### Placement by cell class

Bar = 20 µm.
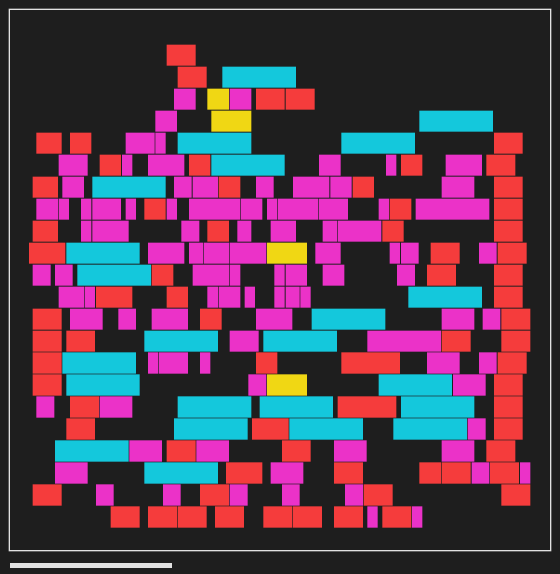
### Clock network drawn from the DEF

Bar = 20 µm.
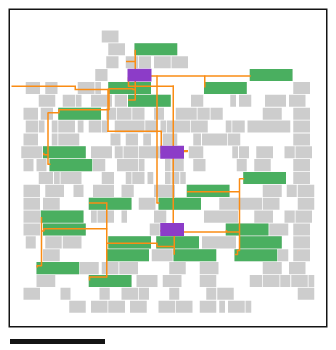
### Clock wiring as the flow saved it

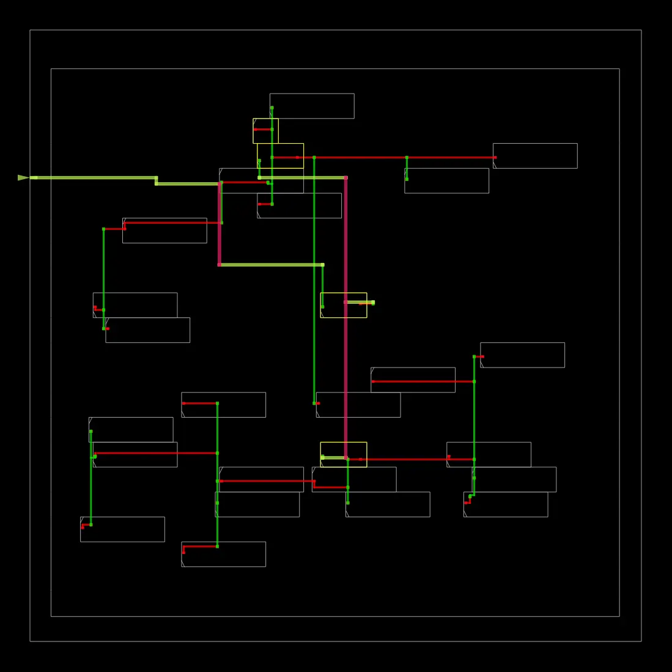
--- src/rtl/cache_fill_pkg.sv ---
// Shared definitions for the cache line fill controller.
// FSM state encodings, state width and the word-index / offset width helpers.
package cache_fill_pkg;

  localparam int STATE_W = 2;

  typedef enum logic [STATE_W-1:0] {
    IDLE  = 2'd0,
    ISSUE = 2'd1,
    WAIT  = 2'd2,
    DONE  = 2'd3
  } state_t;

  // Bits needed to index a word inside a line.
  function automatic int calc_ww(input int words_per_line);
    return $clog2(words_per_line);
  endfunction

  // Bits needed to index a byte inside a word.
  function automatic int calc_bw(input int data_w);
    return $clog2(data_w / 8);
  endfunction

  // Total line offset width in a byte address.
  function automatic int calc_off(input int words_per_line, input int data_w);
    return calc_ww(words_per_line) + calc_bw(data_w);
  endfunction

endpackage

--- src/rtl/cache_fill_counter.sv ---
// WW-bit word counter for the fill controller.
// Wraps modulo 2**WW; the done flag marks that a full line has been counted,
// so the completed count needs no extra counter bit. Sync clear has priority.
module cache_fill_counter #(
  parameter int WW = 3
) (
  input  logic          clk,
  input  logic          rst,
  input  logic          clr,
  input  logic          inc,
  output logic [WW-1:0] count,
  output logic          done
);

  logic [WW-1:0] count_d;
  logic          done_d;

  // Next count: clear, else increment with wrap and set done on the wrap.
  always_comb begin
    count_d = count;
    done_d  = done;
    if (clr) begin
      count_d = '0;
      done_d  = 1'b0;
    end else if (inc) begin
      count_d = count + 1'b1;
      if (&count) done_d = 1'b1;
    end
  end

  dff #(.W(WW)) u_count (.clk(clk), .rst(rst), .d(count_d), .q(count));
  dff #(.W(1))  u_done  (.clk(clk), .rst(rst), .d(done_d),  .q(done));

endmodule

--- src/rtl/dff.sv ---
// Codebase register cell: W-bit D flip-flop, asynchronous active-high reset to zero.
module dff #(
  parameter int W = 1
) (
  input  logic         clk,
  input  logic         rst,
  input  logic [W-1:0] d,
  output logic [W-1:0] q
);

  // Plain register with async clear.
  always_ff @(posedge clk or posedge rst) begin
    if (rst) q <= '0;
    else     q <= d;
  end

endmodule

--- src/rtl/cache_fill_ctrl.sv ---
// Cache line fill controller.
// Latches the miss address, issues one word request per cycle for the whole
// line, steers each returning word into the data array and writes the tag
// with the last word. Request and response counters run independently so any
// memory latency (including a same-cycle response) is handled.
// Optional critical-word-first ordering: define CACHE_FILL_CWF_EN.
module cache_fill_ctrl
  import cache_fill_pkg::*;
#(
  parameter int ADDR_W         = 16,
  parameter int DATA_W         = 16,
  parameter int WORDS_PER_LINE = 8
) (
  input  logic                                                clk,
  input  logic                                                rst,
  input  logic                                                miss_detected,
  input  logic [ADDR_W-1:0]                                   miss_address,
  input  logic                                                memory_data_valid,
  input  logic [DATA_W-1:0]                                   memory_data,
  output logic                                                fsm_busy,
  output logic [STATE_W-1:0]                                  state,
  output logic                                                mem_req,
  output logic [ADDR_W-1:0]                                   memory_address,
  output logic                                                write_data_array,
  output logic [calc_ww(WORDS_PER_LINE)-1:0]                  write_word,
  output logic [DATA_W-1:0]                                   write_data,
  output logic                                                write_tag_array,
  output logic [ADDR_W-calc_off(WORDS_PER_LINE, DATA_W)-1:0]  fill_tag,
  output logic                                                fill_done,
  output logic                                                crit_word_valid,
  output logic                                                protocol_err
);

  localparam int WW    = calc_ww(WORDS_PER_LINE);
  localparam int BW    = calc_bw(DATA_W);
  localparam int OFF   = WW + BW;
  localparam int TAG_W = ADDR_W - OFF;

  state_t              state_q, state_d;
  logic [STATE_W-1:0]  state_raw;
  logic [TAG_W-1:0]    tag_q, tag_d;
  logic [WW-1:0]       start_w;
  logic [WW-1:0]       req_cnt, resp_cnt, req_idx, resp_idx;
  logic                req_done, resp_done;
  logic                load, req_inc, resp_ok, accept;
  logic                req_last, resp_last;
  logic                err_q, err_d;
  logic                unused_addr;

  // Only the tag (and the start word when enabled) of the miss address is kept.
  assign unused_addr = ^miss_address[OFF-1:0];

  dff #(.W(STATE_W)) u_state (.clk(clk), .rst(rst), .d(state_d), .q(state_raw));
  assign state_q = state_t'(state_raw);

  assign load  = (state_q == IDLE) && miss_detected;
  assign tag_d = load ? miss_address[ADDR_W-1:OFF] : tag_q;

  dff #(.W(TAG_W)) u_tag (.clk(clk), .rst(rst), .d(tag_d), .q(tag_q));

`ifdef CACHE_FILL_CWF_EN
  logic [WW-1:0] start_q, start_d;

  assign start_d = load ? miss_address[OFF-1:BW] : start_q;
  dff #(.W(WW)) u_start (.clk(clk), .rst(rst), .d(start_d), .q(start_q));

  assign start_w         = start_q;
  assign crit_word_valid = accept && (resp_cnt == '0);
`else
  assign start_w         = '0;
  assign crit_word_valid = 1'b0;
`endif

  assign req_inc = (state_q == ISSUE);

  cache_fill_counter #(.WW(WW)) u_req_cnt (
    .clk(clk), .rst(rst), .clr(load), .inc(req_inc),
    .count(req_cnt), .done(req_done)
  );

  cache_fill_counter #(.WW(WW)) u_resp_cnt (
    .clk(clk), .rst(rst), .clr(load), .inc(accept),
    .count(resp_cnt), .done(resp_done)
  );

  assign req_idx  = start_w + req_cnt;
  assign resp_idx = start_w + resp_cnt;

  // A response is outstanding in ISSUE if it does not overtake the request
  // issued this cycle; in WAIT every request is out, so any missing word is.
  always_comb begin
    resp_ok = 1'b0;
    case (state_q)
      ISSUE:   resp_ok = !resp_done && (resp_cnt <= req_cnt);
      WAIT:    resp_ok = !resp_done && req_done;
      default: resp_ok = 1'b0;
    endcase
  end

  assign accept    = memory_data_valid && resp_ok;
  assign req_last  = (state_q == ISSUE) && (&req_cnt);
  assign resp_last = accept && (&resp_cnt);

  // FSM next state and state-decoded outputs.
  always_comb begin
    state_d   = state_q;
    mem_req   = 1'b0;
    fill_done = 1'b0;
    case (state_q)
      IDLE: begin
        if (miss_detected) state_d = ISSUE;
      end
      ISSUE: begin
        mem_req = 1'b1;
        if (req_last) state_d = resp_last ? DONE : WAIT;
      end
      WAIT: begin
        if (resp_last) state_d = DONE;
      end
      DONE: begin
        fill_done = 1'b1;
        state_d   = IDLE;
      end
      default: state_d = IDLE;
    endcase
  end

  assign err_d = err_q | (memory_data_valid & ~accept);
  dff #(.W(1)) u_err (.clk(clk), .rst(rst), .d(err_d), .q(err_q));

  assign memory_address   = mem_req ? (ADDR_W'({tag_q, req_idx}) << BW) : '0;
  assign write_data_array = accept;
  assign write_word       = accept ? resp_idx : '0;
  assign write_data       = memory_data;
  assign write_tag_array  = resp_last;
  assign fill_tag         = tag_q;
  assign protocol_err     = err_q;
  assign state            = state_q;
  assign fsm_busy         = (state_q != IDLE) | miss_detected;

endmodule
--- config.mk ---
export PLATFORM = sky130hd
export DESIGN_NAME = cache_fill_ctrl
export DESIGN_NICKNAME = d
export VERILOG_FILES = /design/src/rtl/cache_fill_pkg.sv /design/src/rtl/cache_fill_counter.sv /design/src/rtl/dff.sv /design/src/rtl/cache_fill_ctrl.sv
export SDC_FILE = /design/constraint.sdc
export NUM_CORES = 1
export LEC_CHECK = 0
export CORE_MARGIN = 2
export CORE_UTILIZATION = 37
export DETAILED_ROUTE_END_ITERATION = 16
export HOLD_SLACK_MARGIN = 0.08
export PLACE_DENSITY = 0.81
export SLEW_MARGIN = 0
export SYNTH_ARGS = -nofsm -noshare
export SYNTH_HDL_FRONTEND = slang
export SYNTH_SLANG_ARGS = --single-unit
--- constraint.sdc ---
create_clock -name clk -period 2.2 [get_ports clk]
set_input_delay 0.22 -clock clk [delete_from_list [all_inputs] [get_ports clk]]
set_output_delay 0.22 -clock clk [all_outputs]
set_load 0.01 [all_outputs]
==> results.yml <==
# physical design summary
power:
  p_comb_share_pct: 67.9
  total_power_mw: 3.10
  p_sw_mw: 1.12
  power_density_nw_per_um2: 1450
cells_and_area:
  n_all_buffers: 70
  layout.comb_gates.multi_input: 87
  antenna-diode-count: 0
  final_cell_count_no_fill: 240
  clkCellAreaFrac_pct: 2.28
  drive_gt1_share_pct: 24.0
setup_path:
  r2r_end: "u_state.q[1]"
  r2r_slack_ns: 0.47
  endpoint: "write_word[0]"
  crit_buf_inv: 2
  cp_max_fo: 7
  worstSetupStartpointType: "flip-flop"
  path_cells: "buf_4 -> ha_2 -> a21o_1 -> o211a_4 -> and2_2 -> dlygate4sd2_1"
synthesis:
  ys_cells: 140
  ys_seq_share_pct: 39.5
  synthFlopType: "dfrtp_1"
  simple_gate_area_share_pct: 16.0
  top_area_share_pct: 39.5
  netlist_instances: 140
  yosys-stat-area_um2: 1460
  topCellsByArea: "dfrtp_1 (39%), ha_1 (10%), buf_4 (9.8%), mux2_2 (9.3%), and2_1 (7.3%)"
  synth_top_cell_by_area: "dfrtp_1"
outcome:
  status: "finished, final reports clean"
drt:
  wl_mm: 2.87
  viasPerCell: 4.62
  wl_met2_mm: 1.31
  final_antenna_net_count: 0
  highest_layer: "met4"
final_timing:
  post-route-period-util_pct: 97.0
  setup_slack_ns: 0.0653
  period_minus_slack_ns: 2.13
  setup_tns_ns: 0
global_routing:
  grt_overflow: 0
  grt_pass1_wl_mm: 4.79
  antenna_found_initial: 0
floorplanning:
  pin_count: 92
job:
  maxCapViolations: 0
clock_network:
  cts.repair.resized: 12
placement:
  port_buffers: 53
About 'Placement by cell class':
- red: other buffers and delay cells (cells 70)
- yellow: clock drivers and dummy loads (cells 4)
- cyan: flops (cells 23)
- magenta: combinational and other logic (cells 95)
fraction of area in registers: 26.9%
# rows: 22
fin area: 2140 µm²
Core Util, Final: 57.5%
Core Footprint: 3720 µm²

About 'Clock network drawn from the DEF':
- purple: clock drivers (count 3)
- orange: clock wires (length 311 µm)
- green: flip-flops (count 23)
- routed clock nets: 4
clock power share: 8.7%
clk_lat worst skew: 0.27 ns

About 'Clock wiring as the flow saved it':
clkbuf count: 3
Seq cells: 23
Clock Skews: 0.00165 ns
CTS Sinks: 23

Power figures rest on the tool's default switching activity, not on a simulated workload.
